[src/rtl/snake_pkg.sv]
// Shared codes and helpers for the snake body engine.
package snake_pkg;

  typedef enum logic [1:0] {
    DIR_UP    = 2'b00,
    DIR_DOWN  = 2'b01,
    DIR_RIGHT = 2'b10,
    DIR_LEFT  = 2'b11
  } dir_e;

  typedef enum logic [1:0] {
    GS_RUNNING = 2'b00,
    GS_DIE     = 2'b01,
    GS_INITIAL = 2'b10
  } gstate_e;

  typedef enum logic [2:0] {
    S_IDLE,
    S_CALC,
    S_SCAN,
    S_MOVE,
    S_DEAD
  } state_e;

  // UP<->DOWN and RIGHT<->LEFT differ only in bit 0.
  function automatic logic [1:0] dir_reverse(input logic [1:0] d);
    return {d[1], ~d[0]};
  endfunction

  // Bits needed to hold 0..n-1, never less than one.
  function automatic int coord_w(input int n);
    return (n < 2) ? 1 : $clog2(n);
  endfunction

endpackage

[src/rtl/snake_tick_gen.sv]
// Step-rate divider: counts only while enabled, stretches the period when slow.
module snake_tick_gen
  import snake_pkg::*;
#(
  parameter int TICK_DIV = 12_500_000,
  parameter int SLOW_MUL = 2
) (
  input  logic clk_i,
  input  logic rst_i,
  input  logic clr_i,
  input  logic en_i,
  input  logic slow_i,
  output logic tick_o
);

  localparam int CW = coord_w(TICK_DIV * SLOW_MUL);

  logic [CW-1:0] cnt_q, cnt_d, tc;

  // >= rather than == so a slow->fast switch above the new limit still ticks.
  always_comb begin
    tc     = slow_i ? CW'(TICK_DIV * SLOW_MUL - 1) : CW'(TICK_DIV - 1);
    cnt_d  = cnt_q;
    tick_o = 1'b0;
    if (en_i) begin
      if (cnt_q >= tc) begin
        cnt_d  = '0;
        tick_o = 1'b1;
      end else begin
        cnt_d = cnt_q + CW'(1);
      end
    end
  end

  always_ff @(posedge clk_i) begin
    if (rst_i || clr_i) cnt_q <= '0;
    else                cnt_q <= cnt_d;
  end

endmodule

[src/rtl/snake_engine.sv]
// Snake body engine: one-cell step per tick with growth, walls/wrap and a
// serial self-collision scan over the body.
module snake_engine
  import snake_pkg::*;
#(
  parameter  int GRID_W   = 32,
  parameter  int GRID_H   = 24,
  parameter  int MAX_LEN  = 64,
  parameter  int INIT_LEN = 3,
  parameter  int INIT_X   = 10,
  parameter  int INIT_Y   = 12,
  parameter  int WRAP     = 0,
  parameter  int TICK_DIV = 12_500_000,
  parameter  int SLOW_MUL = 2,
  localparam int XW       = coord_w(GRID_W),
  localparam int YW       = coord_w(GRID_H),
  localparam int LW       = coord_w(MAX_LEN + 1),
  localparam int IW       = coord_w(MAX_LEN)
) (
  input  logic                    clk,
  input  logic                    rst,
  input  logic [1:0]              game_state,
  input  logic [1:0]              next_direction,
  input  logic                    pause,
  input  logic                    slow,
  input  logic [XW-1:0]           food_x,
  input  logic [YW-1:0]           food_y,
  output logic [MAX_LEN*XW-1:0]   snake_x_1dim,
  output logic [MAX_LEN*YW-1:0]   snake_y_1dim,
  output logic [LW-1:0]           snake_length,
  output logic [1:0]              current_direction,
  output logic                    get_food,
  output logic                    hit_boundary,
  output logic                    hit_self,
  output logic                    busy
);

  if (TICK_DIV <= MAX_LEN + 2) begin : g_bad_tick
    $error("snake_engine: TICK_DIV must exceed MAX_LEN+2");
  end
  if (INIT_LEN < 2 || INIT_LEN > MAX_LEN) begin : g_bad_len
    $error("snake_engine: INIT_LEN must be in 2..MAX_LEN");
  end

  state_e                     state_q, state_d;
  logic [MAX_LEN-1:0][XW-1:0] bx_q, bx_d;
  logic [MAX_LEN-1:0][YW-1:0] by_q, by_d;
  logic [LW-1:0]              len_q, len_d, len_mv;
  logic [1:0]                 dir_q, dir_d, ndir_q, ndir_d, dir_new;
  logic [XW-1:0]              cx_q, cx_d, hx_n;
  logic [YW-1:0]              cy_q, cy_d, hy_n;
  logic [IW-1:0]              idx_q, idx_d, idx_last;
  logic                       grow_q, grow_d, gf_q, gf_d, hb_q, hb_d, hs_q, hs_d;
  logic                       busy_q, busy_d, oob, tick, tick_en, init;

  assign init    = (game_state == GS_INITIAL);
  assign tick_en = (state_q == S_IDLE) && (game_state == GS_RUNNING) && !pause;

  snake_tick_gen #(.TICK_DIV(TICK_DIV), .SLOW_MUL(SLOW_MUL)) u_tick (
    .clk_i  (clk),
    .rst_i  (rst),
    .clr_i  (init),
    .en_i   (tick_en),
    .slow_i (slow),
    .tick_o (tick)
  );

  // Candidate head from the live head and the filtered direction.
  always_comb begin
    dir_new = (next_direction == dir_reverse(dir_q)) ? dir_q : next_direction;
    hx_n    = bx_q[0];
    hy_n    = by_q[0];
    oob     = 1'b0;
    case (dir_new)
      DIR_UP:
        if (by_q[0] == '0) begin oob = 1'b1; hy_n = YW'(GRID_H - 1); end
        else hy_n = by_q[0] - YW'(1);
      DIR_DOWN:
        if (by_q[0] == YW'(GRID_H - 1)) begin oob = 1'b1; hy_n = '0; end
        else hy_n = by_q[0] + YW'(1);
      DIR_RIGHT:
        if (bx_q[0] == XW'(GRID_W - 1)) begin oob = 1'b1; hx_n = '0; end
        else hx_n = bx_q[0] + XW'(1);
      default:
        if (bx_q[0] == '0) begin oob = 1'b1; hx_n = XW'(GRID_W - 1); end
        else hx_n = bx_q[0] - XW'(1);
    endcase
  end

  // The tail cell is free to enter unless the snake is growing this step.
  assign idx_last = grow_q ? IW'(len_q - LW'(1)) : IW'(len_q - LW'(2));
  assign len_mv   = (grow_q && len_q != LW'(MAX_LEN)) ? len_q + LW'(1) : len_q;

  always_comb begin
    state_d = state_q;
    bx_d    = bx_q;
    by_d    = by_q;
    len_d   = len_q;
    dir_d   = dir_q;
    ndir_d  = ndir_q;
    cx_d    = cx_q;
    cy_d    = cy_q;
    idx_d   = idx_q;
    grow_d  = grow_q;
    hb_d    = hb_q;
    hs_d    = hs_q;
    gf_d    = 1'b0;
    case (state_q)
      S_IDLE: if (tick) state_d = S_CALC;
      S_CALC: begin
        ndir_d = dir_new;
        cx_d   = hx_n;
        cy_d   = hy_n;
        grow_d = (hx_n == food_x) && (hy_n == food_y);
        idx_d  = '0;
        if (WRAP == 0 && oob) begin
          hb_d    = 1'b1;
          state_d = S_DEAD;
        end else begin
          state_d = S_SCAN;
        end
      end
      S_SCAN: begin
        if (bx_q[idx_q] == cx_q && by_q[idx_q] == cy_q) begin
          hs_d    = 1'b1;
          state_d = S_DEAD;
        end else if (idx_q == idx_last) begin
          state_d = S_MOVE;
        end else begin
          idx_d = idx_q + IW'(1);
        end
      end
      S_MOVE: begin
        bx_d[0] = cx_q;
        by_d[0] = cy_q;
        // Cells past the new length stay zero, so a saturated grow drops the tail.
        for (int i = 1; i < MAX_LEN; i++) begin
          bx_d[i] = (LW'(i) < len_mv) ? bx_q[i-1] : '0;
          by_d[i] = (LW'(i) < len_mv) ? by_q[i-1] : '0;
        end
        len_d   = len_mv;
        dir_d   = ndir_q;
        gf_d    = grow_q;
        state_d = S_IDLE;
      end
      S_DEAD:  state_d = S_DEAD;
      default: state_d = S_IDLE;
    endcase
    busy_d = (state_d == S_CALC) || (state_d == S_SCAN) || (state_d == S_MOVE);
  end

  always_ff @(posedge clk) begin
    if (rst || init) begin
      state_q <= S_IDLE;
      len_q   <= LW'(INIT_LEN);
      dir_q   <= DIR_RIGHT;
      ndir_q  <= DIR_RIGHT;
      cx_q    <= '0;
      cy_q    <= '0;
      idx_q   <= '0;
      grow_q  <= 1'b0;
      gf_q    <= 1'b0;
      hb_q    <= 1'b0;
      hs_q    <= 1'b0;
      busy_q  <= 1'b0;
      for (int i = 0; i < MAX_LEN; i++) begin
        bx_q[i] <= (i < INIT_LEN) ? XW'(INIT_X - i) : '0;
        by_q[i] <= (i < INIT_LEN) ? YW'(INIT_Y) : '0;
      end
    end else begin
      state_q <= state_d;
      len_q   <= len_d;
      dir_q   <= dir_d;
      ndir_q  <= ndir_d;
      cx_q    <= cx_d;
      cy_q    <= cy_d;
      idx_q   <= idx_d;
      grow_q  <= grow_d;
      gf_q    <= gf_d;
      hb_q    <= hb_d;
      hs_q    <= hs_d;
      busy_q  <= busy_d;
      bx_q    <= bx_d;
      by_q    <= by_d;
    end
  end

  assign snake_x_1dim      = bx_q;
  assign snake_y_1dim      = by_q;
  assign snake_length      = len_q;
  assign current_direction = dir_q;
  assign get_food          = gf_q;
  assign hit_boundary      = hb_q;
  assign hit_self          = hs_q;
  assign busy              = busy_q;

endmodule

[config.mk]
export PLATFORM = sky130hd
export DESIGN_NAME = snake_engine
export DESIGN_NICKNAME = d
export VERILOG_FILES = /design/src/rtl/snake_pkg.sv /design/src/rtl/snake_tick_gen.sv /design/src/rtl/snake_engine.sv
export SDC_FILE = /design/constraint.sdc
export NUM_CORES = 2
export LEC_CHECK = 0
export CAP_MARGIN = 20
export CORE_AREA = 2 2 262 264
export CTS_CLUSTER_SIZE = 12
export DETAILED_ROUTE_END_ITERATION = 16
export DIE_AREA = 0 0 264 266
export PLACE_DENSITY = 0.75
export SLEW_MARGIN = 20
export SYNTH_ARGS = -nofsm -noshare
export SYNTH_HDL_FRONTEND = slang
export SYNTH_SLANG_ARGS = --single-unit
[constraint.sdc]
create_clock -name clk -period 4.2 [get_ports clk]
set_input_delay 1.26 -clock clk [delete_from_list [all_inputs] [get_ports clk]]
set_output_delay 1.26 -clock clk [all_outputs]
set_load 0.01 [all_outputs]
### Cell area per tile

26 x 27 tiles, from white (low) to dark blue (high), 0 to 100% covered.
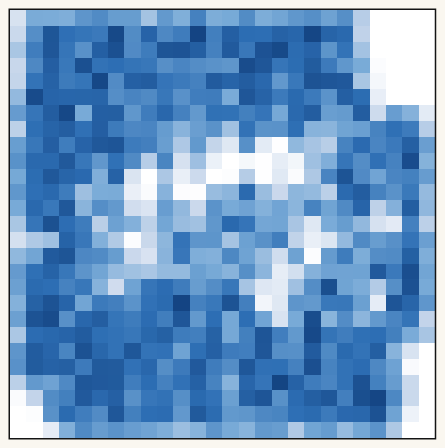
6.3% of the tiles are nearly empty. 25% of the tiles are over 75% full. The mean over all tiles is 57%. The fullest tile reaches 92%.

### I/O pins on the die edge

Bar = 100 um. Pins as bars across the die edge, other pins in gray.
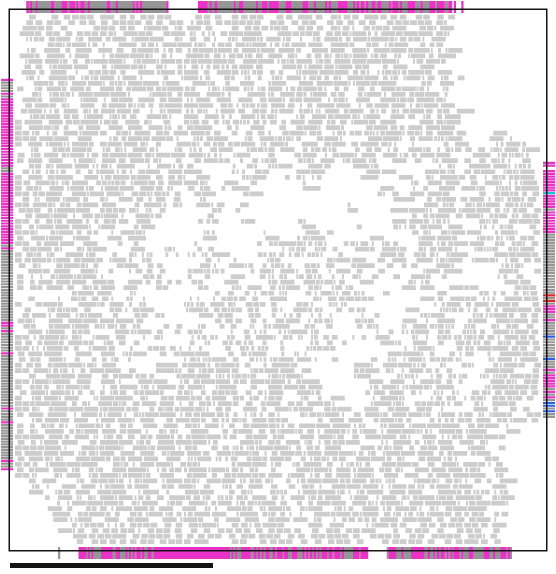
Key: `food_y` = blue [pins 5, direction input, edge right]; `game_state` = red [pins 2, direction input, edge right]; `snake_x_1dim` = magenta [pins 320, direction output, edge 138 bottom, 85 top, 62 left, 35 right]; `slow` = cyan [pins 1, direction input, edge right]
chip width: 264 um
die y size: 266 um
IO Port Bufs: 670

==> flow_summary.ini <==
; synthesis and place-and-route metrics
[cells_and_area]
clock_buffers = 112
area_delta_synth_final_pct = 32.6
diodes = 0
lay_top_cells = dfxtp_1 (695), clkdlybuf4s50_1 (670), nor2_1 (668)
lay_top_count = dfxtp_1
regArea_um2 = 14000
clkCellAreaFrac = 0.0595
comb_area_um2 = 15600
nNonClkBuffers = 775
inverters_excl_clock = 20

[cts]
htree_levels = 3
cts.repair.resized = 0
clock_path_buffers = 3

[sta]
fin_ws_ns = 0.411
layout_min_cycle_time_ns = 3.79
setup_violations = 0
tns_ns = 0

[hold_path]
hold_depth = 2
hp-class = flip-flop to flip-flop

[power]
swShare = 0.220
maxPowerGroup = clock
power_mw = 13.6
ir_worst_vdd_uv = 327
p_seq_mw = 6.64
powerDensity_nw_per_um2 = 331
leakagePower_nw = 13.2
comb-power_mw = 0.236

[drt]
dr_total_vias = 30648
wl_met3_um = 14600
viasPerCell = 6.41
drt_iter0_drc = 4232
top_layer = met5

[synthesis]
yosys_warnings = 0
ys_area_um2 = 30900
mux_share = 0.121
synthTopCellsByArea = dfxtp_1 (45%), a22oi_1 (14%), nor2_1 (8.1%)
synth_area_per_cell_um2 = 9.49
postSynthSeqShare = 0.454

[worst_setup_path]
cp-end-kind = flip-flop
r2r_start = snake_length[1]$_SDFFE_PP1N_
worst_path_most_repeated_cell = nor2_1
cp.depth = 10
cp.required_ns = 4.75

[placement]
place_ws_ns = 0.306

[global_routing]
use_met3 = 0.0831
first_global_vias = 27399
busiest_layer = met2
grt_pass1_wl_um = 190000
grtUsageMet2 = 0.543

[die]
rows = 96

[outcome]
status = finished, final reports clean
### Zoomed window

Region (188, 190) to (208, 210) um. Cells in gray, sequential cells in the stronger gray; small squares are vias.
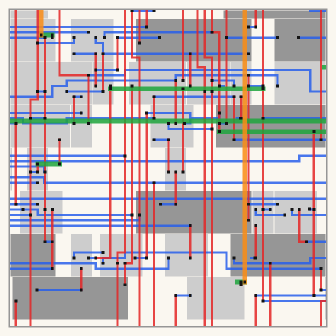
Key: met3 = green; met4 = orange; met2 = red; met1 = blue
Sequential cells in the window: 5. 24 logic cells have their middle in the window. Most frequent: a22oi_1 (6), nor2_1 (5), dfxtp_1 (5). Netlist names of flops here include `snake_x_1dim` (5).

### Placed standard cells

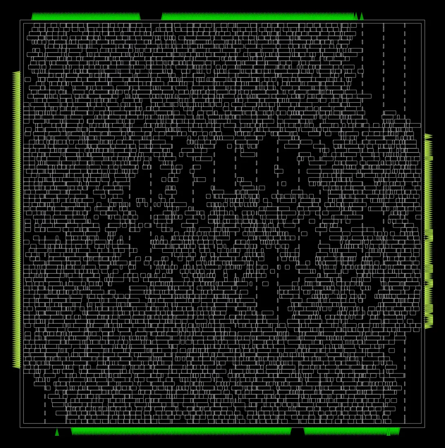
# Taps: 882
fill cell count: 5767
Non-Filler Instances: 4785
flop share of the area: 0.343

